[src/rtl/return_addr_stack.sv]
// Circular return-address stack for the fetch unit: push on call, pop on return,
// overwrite-oldest when full, with a one-deep pointer/count checkpoint for recovery.
module return_addr_stack #(
  parameter int DATA_WIDTH  = 64,
  parameter int STACK_DEPTH = 16,
  parameter int SP_WIDTH    = 4,
  parameter int CNT_WIDTH   = 5
) (
  input  logic                  in_Clk,
  input  logic                  in_Rst_N,
  input  logic                  in_push,
  input  logic                  in_pop,
  input  logic [DATA_WIDTH-1:0] in_data,
  input  logic                  in_flush,
  input  logic                  in_ckpt_save,
  input  logic                  in_ckpt_restore,
  output logic [DATA_WIDTH-1:0] out_data,
  output logic                  out_empty,
  output logic                  out_full,
  output logic [CNT_WIDTH-1:0]  out_count,
  output logic                  out_overflow,
  output logic                  out_underflow
);

  logic [DATA_WIDTH-1:0] mem_q [STACK_DEPTH];
  logic [SP_WIDTH-1:0]   sp_q, sp_d, ckpt_sp_q, ckpt_sp_d, top_idx;
  logic [CNT_WIDTH-1:0]  cnt_q, cnt_d, ckpt_cnt_q, ckpt_cnt_d;
  logic                  ovf_q, ovf_d, unf_q, unf_d;
  logic                  wr_en;
  logic [SP_WIDTH-1:0]   wr_idx;
  logic                  empty, full;

  assign top_idx = sp_q - SP_WIDTH'(1);
  assign empty   = (cnt_q == '0);
  assign full    = (cnt_q == CNT_WIDTH'(STACK_DEPTH));

  assign out_data      = empty ? '0 : mem_q[top_idx];
  assign out_empty     = empty;
  assign out_full      = full;
  assign out_count     = cnt_q;
  assign out_overflow  = ovf_q;
  assign out_underflow = unf_q;

  always_comb begin
    // NOTE: every always_comb output gets a default first so no path infers a latch.
    sp_d       = sp_q;
    cnt_d      = cnt_q;
    ckpt_sp_d  = ckpt_sp_q;
    ckpt_cnt_d = ckpt_cnt_q;
    ovf_d      = 1'b0;
    unf_d      = 1'b0;
    wr_en      = 1'b0;
    wr_idx     = sp_q;

    if (in_flush) begin
      sp_d  = '0;
      cnt_d = '0;
    end else if (in_ckpt_restore) begin
      sp_d  = ckpt_sp_q;
      cnt_d = ckpt_cnt_q;
    end else begin
      if (in_ckpt_save) begin
        ckpt_sp_d  = sp_q;
        ckpt_cnt_d = cnt_q;
      end
      if (in_push && in_pop && !empty) begin
        // Call-and-return in one cycle: replace the top in place.
        wr_en  = 1'b1;
        wr_idx = top_idx;
      end else if (in_push) begin
        wr_en = 1'b1;
        sp_d  = sp_q + SP_WIDTH'(1);
        if (full) ovf_d = 1'b1;
        else      cnt_d = cnt_q + CNT_WIDTH'(1);
      end else if (in_pop) begin
        if (empty) begin
          unf_d = 1'b1;
        end else begin
          sp_d  = top_idx;
          cnt_d = cnt_q - CNT_WIDTH'(1);
        end
      end
    end
  end

  // NOTE: sequential state uses non-blocking assignments so all registers update together.
  always_ff @(posedge in_Clk or negedge in_Rst_N) begin
    if (!in_Rst_N) begin
      sp_q       <= '0;
      cnt_q      <= '0;
      ckpt_sp_q  <= '0;
      ckpt_cnt_q <= '0;
      ovf_q      <= 1'b0;
      unf_q      <= 1'b0;
    end else begin
      sp_q       <= sp_d;
      cnt_q      <= cnt_d;
      ckpt_sp_q  <= ckpt_sp_d;
      ckpt_cnt_q <= ckpt_cnt_d;
      ovf_q      <= ovf_d;
      unf_q      <= unf_d;
    end
  end

  // NOTE: entry storage is reset too, so a stack reached by restore never exposes X.
  always_ff @(posedge in_Clk or negedge in_Rst_N) begin
    if (!in_Rst_N) begin
      for (int i = 0; i < STACK_DEPTH; i++) mem_q[i] <= '0;
    end else if (wr_en) begin
      mem_q[wr_idx] <= in_data;
    end
  end

endmodule

[config.mk]
export PLATFORM = sky130hd
export DESIGN_NAME = return_addr_stack
export DESIGN_NICKNAME = d
export VERILOG_FILES = /design/src/rtl/return_addr_stack.sv
export SDC_FILE = /design/constraint.sdc
export NUM_CORES = 2
export LEC_CHECK = 0
export CAP_MARGIN = 20
export CORE_ASPECT_RATIO = 0.6
export CORE_MARGIN = 5
export CORE_UTILIZATION = 30
export CTS_CLUSTER_DIAMETER = 50
export DETAILED_ROUTE_END_ITERATION = 6
export DONT_BUFFER_PORTS = 1
export MAX_ROUTING_LAYER = met4
export PLACE_DENSITY_LB_ADDON = 0.08
export RECOVER_POWER = 50
export SLEW_MARGIN = 20
export SYNTH_ARGS = -nofsm -noshare
export SYNTH_HDL_FRONTEND = slang
export SYNTH_SLANG_ARGS = --single-unit
export TNS_END_PERCENT = 5
[constraint.sdc]
create_clock -name in_Clk -period 10.6 [get_ports in_Clk]
set_input_delay 1.06 -clock in_Clk [delete_from_list [all_inputs] [get_ports in_Clk]]
set_output_delay 1.06 -clock in_Clk [all_outputs]
set_load 0.05 [all_outputs]
Figure 1. Routing congestion map.
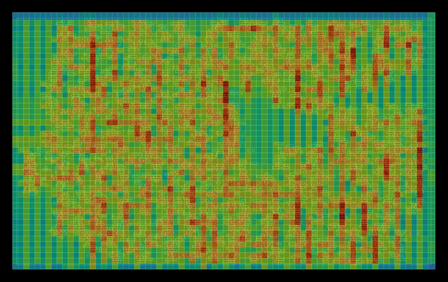
Core Util, Final: 0.343
Routed wire per std cell: 27.0 microns
gr usage total: 0.171
gr busiest metal: met2

Figure 2. Routed metal, one colour a layer.
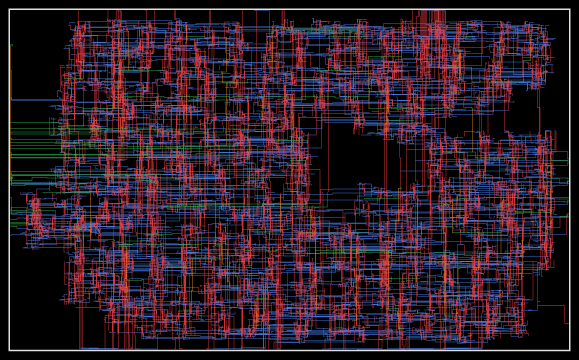
Blue is M1, wire length 67.3 mm. Orange is M4, wire length 2,490 microns. Green is M3, wire length 6,530 microns. Red is M2, wire length 62.8 mm.

==> run notes <==
fresh numbers from the pnr run: outcome=complete, but fails checks, failing checks=max-capacitance violations, max-slew violations, Rows=between 100 and 150, R2R cell count=7, Non-clk bufs=~59, Critical Path Source Type=flop, Yosys top cell by area=dfrtp_1, logic area=20,800 sq um, Via density=5.13, Slew Limit Headroom=-2.88, Vias=26.4k, met1 Track Usage GR=0.239, Worst-Skew Late Latency=~0.74 ns, Starting DRT DRC Count=1,205, most common logic cell in the routed design=dfrtp_1, Worst Setup SP=sp_q[0], switching share of total power=0.291, synthesis-to-finish area growth=13.3%, Num CTS Buffers=121, top cell category=registers, reg-to-reg setup timing slack=3.50 ns, logic share of the area=0.383, DIE HEIGHT=320 microns, Clock Sinks=1,044, Synth area leaders=dfrtp_1, mux2_2, mux4_2, GR met3 Demand/Resource=0.0399, top-count cell post-synth=dfrtp_1, Seq/Total Area, Yosys=0.545, Final ANT Viol Nets=0, Max Slew Vio Count=460, Layout fillers=between 15k and 20k, Buffers on Ports=0, Placed Cells=approximately 5k, initial antenna violation count=2, final hold vios=0, post-synth cell types=between 50 and 60, highest metal used=met4, MaxCap Viol Count=10, clock group share of total power=0.370, metal3 WL=about 6.5 mm, Flops=1,044, crit-path cells=inv_1, ha_1, buf_12, mux4_2, nor2b_1, a211oi_1, a211oi_2, final instance area=54,400 sq um, Hold WC Path Type=primary input to asynchronous set/reset pin, Worst Path Buf+Inv=2, ys async rst share=1.00, CTS tree=built, Non-Clock Inverter Count=12, clk pwr=~0.0043 W, WL final=139 mm, first-pass GRT wire length=209 mm, max incr delay on CP=2.52 ns, CP arrival=6.70 ns, yosys xor share=0.000913, P_int=0.00823 W, MUX area fraction=0.378, RR Endpoint=mem_q[549], core area=159,000 sq um, top-area cell type share of the netlist area=0.545, Max power group=registers, fin crit share=0.732, Primary FF master, synth=dfrtp_1, max FFs per register=1,024, largest net degree at the start of global routing=240, PwrDens=214 nW/um^2, Seq area share=0.481, non-clock buffer share of cell area=0.0114, placed inst area=50,400 sq um, syn_nets=just over 3k, GRT Residual Overflow=0, share of layout cells above drive strength 1=0.501, routed metal-1 wirelength=67.3 mm, Nets=3,002, Syn Inst Count=3,021, Flop area=26,100 sq um, drt drc=0, vias in the first global route=roughly 30k, Chip Width=526 microns, Clock buf/inv share=0.0747, number of hold buffers added after CTS=1, Combinational Gates=about 1.7k, GPL Wtd Cong=0.704, ys flops=1,044, Worst path slowest cell=ha_1, Ys Warns=0, commonest cells in the netlist=dfrtp_1, mux2_2, mux4_2, Seq power=0.00495 W
Power is estimated from default activity; no workload was simulated.
